--- config.mk ---
export PLATFORM = sky130hd
export DESIGN_NAME = seg_scan_ctrl_flat
export DESIGN_NICKNAME = d
export VERILOG_FILES = /design/src/rtl/seg_scan_pkg.sv /design/src/rtl/seg_scan_if.sv /design/src/rtl/seg_scan_timer.sv /design/src/rtl/seg_scan_ctrl.sv /design/src/flat_wrapper.sv
export SDC_FILE = /design/constraint.sdc
export NUM_CORES = 1
export LEC_CHECK = 0
export CAP_MARGIN = 5
export CORE_ASPECT_RATIO = 2
export CORE_UTILIZATION = 53
export CTS_BUF_LIST = sky130_fd_sc_hd__clkbuf_8
export DETAILED_ROUTE_END_ITERATION = 12
export PLACE_DENSITY_LB_ADDON = 0.08
export SETUP_SLACK_MARGIN = 0.5
export SLEW_MARGIN = 20
export SYNTH_ARGS = -nofsm -noshare
export SYNTH_HDL_FRONTEND = slang
export SYNTH_SLANG_ARGS = --single-unit
--- constraint.sdc ---
create_clock -name clk -period 1.89 [get_ports clk]
set_clock_uncertainty 0.15 [all_clocks]
set_input_delay 0.378 -clock clk [delete_from_list [all_inputs] [get_ports clk]]
set_output_delay 0.378 -clock clk [all_outputs]
set_load 0.02 [all_outputs]
--- src/rtl/seg_scan_pkg.sv ---
`default_nettype none
// ============================================================================
//  Module      : seg_scan_pkg
//  Description : Shared types and helpers for the 7-segment scan controller.
//                - scan_state_e : the two scan phases (blank gap, digit drive)
//                - DIG_OFF      : all-ones pattern, sliced to NUM_DIG bits by
//                                 users, meaning every common line is off
//                - cnt_width()  : counter width helper (never returns 0)
//  Revision    : 1.0 - initial release
// ============================================================================
package seg_scan_pkg;

    typedef enum logic [0:0] {
        S_BLANK = 1'b0,
        S_DRIVE = 1'b1
    } scan_state_e;

    localparam int unsigned MAX_DIG = 32;
    localparam logic [MAX_DIG-1:0] DIG_OFF = '1;

    // Bits needed to hold the values 0 .. n-1; at least one bit.
    function automatic int unsigned cnt_width(input int unsigned n);
        return (n <= 1) ? 1 : $clog2(n);
    endfunction

endpackage : seg_scan_pkg
`default_nettype wire

--- src/rtl/seg_scan_if.sv ---
`default_nettype none
// ============================================================================
//  Module      : seg_scan_if
//  Description : Bus between the time-keeping/UART side and the scan
//                controller, plus the display-side outputs.
//  Ports       : load        - 1-cycle strobe capturing load_data
//                load_data   - 4*NUM_DIG digit nibbles, [3:0] = digit 0
//                load_ack    - 1-cycle pulse when a word reaches the display
//                dig_data    - nibble for the shared segment decoder
//                dig_sel     - one-hot active-low digit commons
//                frame_start - 1-cycle pulse at each frame wrap
//  Modports    : master - the loading side; slave - the scan controller
//  Revision    : 1.0 - initial release
// ============================================================================
interface seg_scan_if #(
    parameter int unsigned NUM_DIG = 6
);
    logic                   load;
    logic [4*NUM_DIG-1:0]   load_data;
    logic                   load_ack;
    logic [3:0]             dig_data;
    logic [NUM_DIG-1:0]     dig_sel;
    logic                   frame_start;

    modport master (
        output load, load_data,
        input  load_ack, dig_data, dig_sel, frame_start
    );

    modport slave (
        input  load, load_data,
        output load_ack, dig_data, dig_sel, frame_start
    );
endinterface : seg_scan_if
`default_nettype wire

--- src/rtl/seg_scan_timer.sv ---
`default_nettype none
// ============================================================================
//  Module      : seg_scan_timer
//  Description : Loadable down-counter with terminal-count flag. Holds at
//                zero (no wrap) until reloaded. A phase of N cycles is
//                produced by loading N-1 on the phase entry edge.
//  Ports       : clk, resett (async, active-low)
//                load / load_val - reload request and value
//                tc              - count is zero (last cycle of the phase)
//  Revision    : 1.0 - initial release
// ============================================================================
module seg_scan_timer #(
    parameter int unsigned       WIDTH   = 4,
    parameter logic [WIDTH-1:0]  RST_VAL = '0
) (
    input  logic             clk,
    input  logic             resett,
    input  logic             load,
    input  logic [WIDTH-1:0] load_val,
    output logic             tc
);

    localparam logic [WIDTH-1:0] C_ONE = WIDTH'(1);

    logic [WIDTH-1:0] count_q;
    logic [WIDTH-1:0] count_d;

    always_comb begin
        count_d = count_q;
        if (load) begin
            count_d = load_val;
        end else if (count_q != '0) begin
            count_d = count_q - C_ONE;
        end
    end

    always_ff @(posedge clk or negedge resett) begin
        if (!resett) begin
            count_q <= RST_VAL;
        end else begin
            count_q <= count_d;
        end
    end

    assign tc = (count_q == '0);

endmodule : seg_scan_timer
`default_nettype wire

--- src/rtl/seg_scan_ctrl.sv ---
`default_nettype none
// ============================================================================
//  Module      : seg_scan_ctrl
//  Description : Time-multiplexed scan controller for an NUM_DIG-digit
//                7-segment display. Each digit gets BLANK dark cycles then
//                DWELL driven cycles. A pending word loaded at any time is
//                committed to the displayed (shadow) word at the frame wrap,
//                so a frame never shows a mix of two words.
//  Ports       : clk    - system clock (posedge)
//                resett - asynchronous active-low reset
//                bus    - seg_scan_if.slave (load handshake + display side)
//  Options     : SEG_SCAN_LZ_BLANK_EN - leading-zero suppression: digit k>=1
//                stays dark when nibbles k..NUM_DIG-1 of the shown word are
//                all zero; timing is unchanged.
//  Revision    : 1.0 - initial release
// ============================================================================
module seg_scan_ctrl
    import seg_scan_pkg::*;
#(
    parameter int unsigned NUM_DIG = 6,
    parameter int unsigned DWELL   = 1000,
    parameter int unsigned BLANK   = 16
) (
    input  logic        clk,
    input  logic        resett,
    seg_scan_if.slave   bus
);

    localparam int unsigned IW = cnt_width(NUM_DIG);
    localparam int unsigned TW = cnt_width((DWELL > BLANK) ? DWELL : BLANK);

    localparam logic [IW-1:0]      C_IDX_LAST   = IW'(NUM_DIG - 1);
    localparam logic [IW-1:0]      C_IDX_ONE    = IW'(1);
    localparam logic [TW-1:0]      C_BLANK_LAST = TW'(BLANK - 1);
    localparam logic [TW-1:0]      C_DWELL_LAST = TW'(DWELL - 1);
    localparam logic [NUM_DIG-1:0] C_SEL_OFF    = DIG_OFF[NUM_DIG-1:0];

    scan_state_e            state_q, state_d;
    logic [IW-1:0]          idx_q, idx_d;
    logic [4*NUM_DIG-1:0]   shadow_q, shadow_d;
    logic [4*NUM_DIG-1:0]   pending_q, pending_d;
    logic                   pending_valid_q, pending_valid_d;
    logic [3:0]             dig_data_q, dig_data_d;
    logic [NUM_DIG-1:0]     dig_sel_q, dig_sel_d;
    logic                   load_ack_q, load_ack_d;
    logic                   frame_start_q, frame_start_d;

    logic                   timer_load;
    logic [TW-1:0]          timer_val;
    logic                   tc;
    logic [IW-1:0]          idx_next;
    logic                   load_taken;
    logic                   show_digit;

    // The timer comes out of reset already holding the first blank's
    // length, so the first gap after release is a full BLANK cycles long.
    seg_scan_timer #(
        .WIDTH   (TW),
        .RST_VAL (C_BLANK_LAST)
    ) u_timer (
        .clk      (clk),
        .resett   (resett),
        .load     (timer_load),
        .load_val (timer_val),
        .tc       (tc)
    );

`ifdef SEG_SCAN_LZ_BLANK_EN
    // upper_zero[k]: nibbles k..NUM_DIG-1 of the shown word are all zero.
    logic [NUM_DIG-1:0] upper_zero;
    logic               zero_acc;

    always_comb begin
        zero_acc   = 1'b1;
        upper_zero = '0;
        for (int k = NUM_DIG - 1; k >= 0; k--) begin
            zero_acc      = zero_acc & (shadow_q[4*k +: 4] == 4'h0);
            upper_zero[k] = zero_acc;
        end
        show_digit = (idx_q == '0) || !upper_zero[idx_q];
    end
`else
    assign show_digit = 1'b1;
`endif

    always_comb begin
        state_d         = state_q;
        idx_d           = idx_q;
        shadow_d        = shadow_q;
        pending_d       = pending_q;
        pending_valid_d = pending_valid_q;
        dig_data_d      = dig_data_q;
        dig_sel_d       = dig_sel_q;
        load_ack_d      = 1'b0;
        frame_start_d   = 1'b0;
        timer_load      = 1'b0;
        timer_val       = C_BLANK_LAST;
        load_taken      = 1'b0;
        idx_next        = (idx_q == C_IDX_LAST) ? '0 : (idx_q + C_IDX_ONE);

        if (tc) begin
            timer_load = 1'b1;
            if (state_q == S_BLANK) begin
                state_d   = S_DRIVE;
                timer_val = C_DWELL_LAST;
                dig_sel_d = C_SEL_OFF;
                if (show_digit) begin
                    dig_sel_d[idx_q] = 1'b0;
                end
            end else begin
                state_d   = S_BLANK;
                timer_val = C_BLANK_LAST;
                dig_sel_d = C_SEL_OFF;
                idx_d     = idx_next;
                if (idx_q == C_IDX_LAST) begin
                    frame_start_d = 1'b1;
                    if (pending_valid_q) begin
                        // Older pending word wins this wrap; a load arriving
                        // on the same edge waits for the next wrap.
                        shadow_d        = pending_q;
                        pending_valid_d = 1'b0;
                        load_ack_d      = 1'b1;
                    end else if (bus.load) begin
                        // Nothing pending: a load in the last DWELL cycle
                        // goes straight to the display at this wrap.
                        shadow_d   = bus.load_data;
                        load_ack_d = 1'b1;
                        load_taken = 1'b1;
                    end
                end
                // Uses shadow_d so a word committed at the wrap is already
                // visible on digit 0.
                dig_data_d = shadow_d[4*idx_next +: 4];
            end
        end

        if (bus.load && !load_taken) begin
            pending_d       = bus.load_data;
            pending_valid_d = 1'b1;
        end
    end

    always_ff @(posedge clk or negedge resett) begin
        if (!resett) begin
            state_q         <= S_BLANK;
            idx_q           <= '0;
            shadow_q        <= '0;
            pending_q       <= '0;
            pending_valid_q <= 1'b0;
            dig_data_q      <= 4'h0;
            dig_sel_q       <= C_SEL_OFF;
            load_ack_q      <= 1'b0;
            frame_start_q   <= 1'b0;
        end else begin
            state_q         <= state_d;
            idx_q           <= idx_d;
            shadow_q        <= shadow_d;
            pending_q       <= pending_d;
            pending_valid_q <= pending_valid_d;
            dig_data_q      <= dig_data_d;
            dig_sel_q       <= dig_sel_d;
            load_ack_q      <= load_ack_d;
            frame_start_q   <= frame_start_d;
        end
    end

    assign bus.dig_data    = dig_data_q;
    assign bus.dig_sel     = dig_sel_q;
    assign bus.load_ack    = load_ack_q;
    assign bus.frame_start = frame_start_q;

endmodule : seg_scan_ctrl
`default_nettype wire

--- src/flat_wrapper.sv ---
// flat-port wrapper written by rule: the top's interface ports become plain ports
module seg_scan_ctrl_flat import seg_scan_pkg::*;
#(
    parameter int unsigned NUM_DIG = 6,
    parameter int unsigned DWELL   = 1000,
    parameter int unsigned BLANK   = 16
)
  (clk, resett, bus_load, bus_load_data, bus_load_ack, bus_dig_data, bus_dig_sel, bus_frame_start);
  seg_scan_if #(.NUM_DIG(NUM_DIG)) bus_i ();
  input  logic clk;
  input  logic resett;
  input wire logic [$bits(bus_i.load)-1:0] bus_load;
  input wire logic [$bits(bus_i.load_data)-1:0] bus_load_data;
  output wire logic [$bits(bus_i.load_ack)-1:0] bus_load_ack;
  output wire logic [$bits(bus_i.dig_data)-1:0] bus_dig_data;
  output wire logic [$bits(bus_i.dig_sel)-1:0] bus_dig_sel;
  output wire logic [$bits(bus_i.frame_start)-1:0] bus_frame_start;
  assign bus_i.load = bus_load;
  assign bus_i.load_data = bus_load_data;
  assign bus_load_ack = bus_i.load_ack;
  assign bus_dig_data = bus_i.dig_data;
  assign bus_dig_sel = bus_i.dig_sel;
  assign bus_frame_start = bus_i.frame_start;
  seg_scan_ctrl #(.NUM_DIG(NUM_DIG), .DWELL(DWELL), .BLANK(BLANK)) u_core (.clk(clk), .resett(resett), .bus(bus_i));
endmodule
### Routing congestion

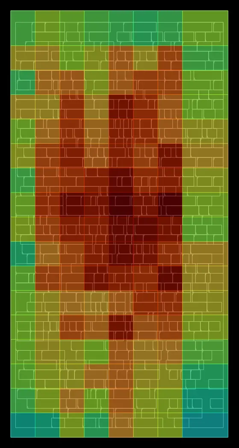
M1 GR Usage: 33.84%
routed len/inst: 20.33 um
GR Util met3: 6.310%
GRT Total Usage: 30.34%

### Metal 2

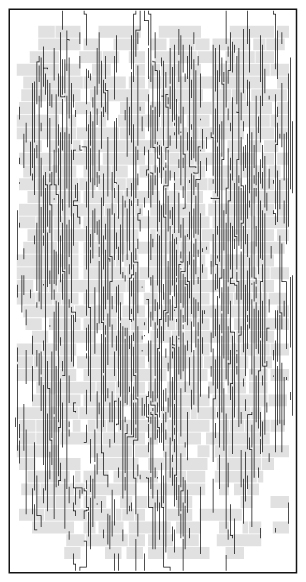
share of all routed wire: 55%
nets with wire on the layer: 445
final wirelength: 11.08 mm
Vias: 3,247

### Sequential cells coloured by netlist name

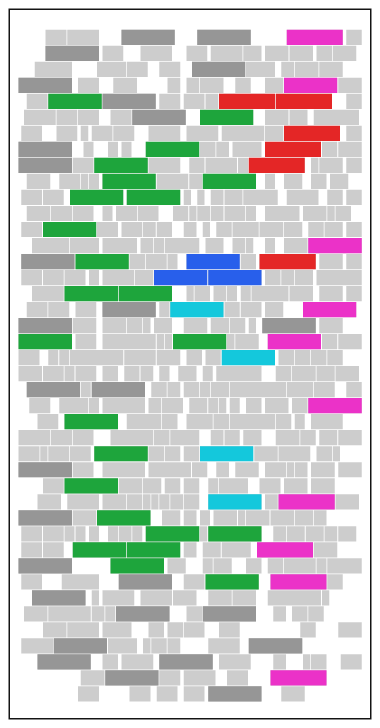
[`u_core.idx_q`] blue | sequential cells: 3
[`u_core.bus.dig_data`] cyan | sequential cells: 4 | where: middle
[`u_core.shadow_q`] green | sequential cells: 24
[`u_core.bus.dig_sel`] red | sequential cells: 6 | where: top right
[`u_core.u_timer.count_q`] magenta | sequential cells: 10
not coloured: 28
sequential power: 0.00170 W
Seq/total area: 33.68%
FF/Latch Area: 1891 um^2

==> results_slide.txt <==
Physical Implementation Snapshot

Logic synthesis
  • Mapped cell area: 3705 um^2
  • Synth Area per Inst: 10.86 um^2
  • Top cells by count: dfrtp_1, nand3_1, o21ai_0
  • Top logic family: AND-OR/OR-AND gates
  • Post-synth area from yosys stat: 3705 um^2
  • Ys cells: between 300 and 400
  • Mapped Nets: 370
  • Cell area leaders: dfrtp_1, dfstp_2, mux2_2
  • Post-synth mux share: between 8 and 9%
  • AO/OA Area Share: approximately 17%
  • Yosys top cell by area: dfrtp_1
  • Cell variety after synth: 60
  • Top-count cell post-synth: dfrtp_1
  • Synthesized netlist cell count: ~340
  • EDFF count, synth: 0
  • Ys flop type: dfrtp_1
  • AND/OR/NAND/NOR Cells, Area Fraction: approximately 16%
  • Adder-Cell Fraction of Synth Area: less than 1%
  • Area fraction in xor and xnor cells: 1.418%
  • Top-area cell share: 43.90%

Drt
  • Wire length on met2: 6.096 mm
  • Top layer in use: met4
  • Drt pass-1 iters: 4
  • Iter 0 DRT Violations: 191
  • Antenna-violating nets left: 0
  • Via density: 5.958
  • Met3 WL: between 300 and 400 um
  • Metal-1 WL: about 3.8 mm
  • DRC: 0

STA
  • Crit path time final: 2.060 ns
  • Setup TNS: -5.184 ns
  • Fmax: 485.5 MHz
  • Worst setup margin: -0.1698 ns
  • Worst Max-Slew Pin Slew: 0.4728 ns
  • Final hold slack: 0.3339 ns
  • Post-layout period usage: 109.0%
  • Fin. max-slew vios: 0
  • Final setup fails: ~57
  • Slew Limit Headroom: 68.21%

Power and ir drop
  • Tot Pwr: 0.003003 W
  • Worst vdd ir: between 0.0005 and 0.0006 V
  • Pleak: 2.229 nW
  • Pwr dens: 534.9 nW/um^2

Floorplan
  • Die y size: 120.2 um
  • Die Area: roughly 7300 um^2
  • IO Count: 39
  • Pre-Place Util: approximately 56%
  • Std cell rows: 42
  • Core Region: 6674 um^2

Worst setup path
  • Crit start category: register
  • Critical-path top delay cell: dfrtp_1
  • Arrival time at the worst endpoint: roughly 2.2 ns
  • CP Capture Type: register
  • Critical R2R Launch: u_core.u_timer.count_q[6]
  • CP bufs+invs: 1
  • Critical Path Fanout Max: 14
  • Length in cells of the worst reg-to-reg path: 5
  • Register-to-Register Setup Slack: -0.17 ns
  • CP top delay family: simple AND/OR/NAND/NOR gates
  • Worst path cell trace: nor4_4, nand4_4, o21ai_4, buf_12, mux2_2
  • Crit path DRT: 1.98 ns
  • Critical Path Sink: u_core.pending_q[10]

Clocking
  • # hold bufs at CTS: 1
  • Clock Tree Buf Depth: 2
  • CTS H-tree depth: 3
  • Post-CTS Setup Bufs: 10
  • Clk sink count: 75
  • Worst-Skew Late Latency: 0.36 ns
  • CTS buffer count: 9
  • CTS tree: yes
  • Clock transition at path regs: roughly 0.070 ns
  • Clk root buf: clkbuf_8

Placed design
  • Dpl cells: 500
  • DP HPWL: 6.468 mm
  • GPL Wtd Cong: 0.9181
  • I/O Buffers: 38
  • Post-Place Setup Slack: -0.2150 ns

GRT
  • Initial antenna violation count: 0
  • Vias in the first global route: 3,294
  • Met2 usage: 49.12%
  • Largest net degree at the start of global routing: 36
  • Busiest metal layer after global routing: met2
  • First-pass GRT wire length: 15.83 mm
  • Overflow after GRT: 0

Final layout
  • Regs by FF count: u_core.pending_q: 24 flops, u_core.shadow_q: 24 flops, u_core.u_timer.count_q: 10 flops
  • Nets: 481
  • Layout cells sized above 1: between 50% and 60%
  • Multi-input logic area: 2143 um^2
  • Most common logic cells in the final layout: dfrtp_1, buf_4, buf_6, nand3_2, clkdlybuf4s50_1
  • Synth-to-Final Area Change: 51.54%
  • Final Instance Area: 5614 um^2
  • Fillers: 365

Run
  • Tool warnings: 30

Run status
  • Failing checks: negative setup slack
  • Status: complete, but fails checks
### Gate families picked out

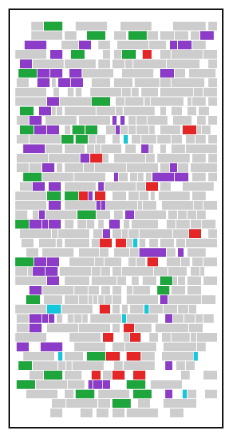
[non-inverting ao/oa cells] red | cells: 19
[mux cells] green | cells: 30
[inv cells] cyan | cells: 8
[nand cells] purple | cells: 65 | where: all over the die
Comb area share: 38.18%
Commonest Layout Cell: dfrtp_1
non-filler cells, final: 545

### Met3 routing

Bar = 20 um.
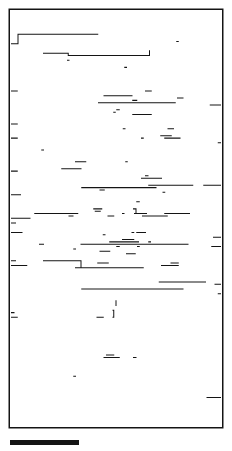
wire length on this layer: 398 um
main direction: horizontal
longest straight run: 30.8 um
share of all routed wire: 3.6%
nets with wire on the layer: 55

-- layout make-up --
| class | instances | share of cell area (%) |
|---|---|---|
| Clock buffer | 10 | 2.452 |
| Clock inverter | 6 | 0.4903 |
| Inverter | 8 | 0.6686 |
| Multi-Input combinational cell | 233 | 38.18 |
| Sequential cell | 75 | 33.68 |
| Tap cell | 88 | 1.961 |
| Timing Repair Buffer | 125 | 22.58 |
-- cells by family (layout without fill, tap and decap cells) --
logic type	count (synthesis)	after routing
XOR/XNOR	6	6
flip-flops	75	75
multiplexers	30	30
AND-OR/OR-AND	91	91
adder cells (fa/ha/maj)	2	2
buffers and inverters	33	149
AND/OR/NAND/NOR	104	104
-- power breakdown --
part	internal (W)	switching, W
Combinational	0.000144	0.0000889
Sequential	0.00166	0.0000394
Clock	0.000491	0.000576
Total	0.00230	0.000704
Power and IR drop assume default switching activity.
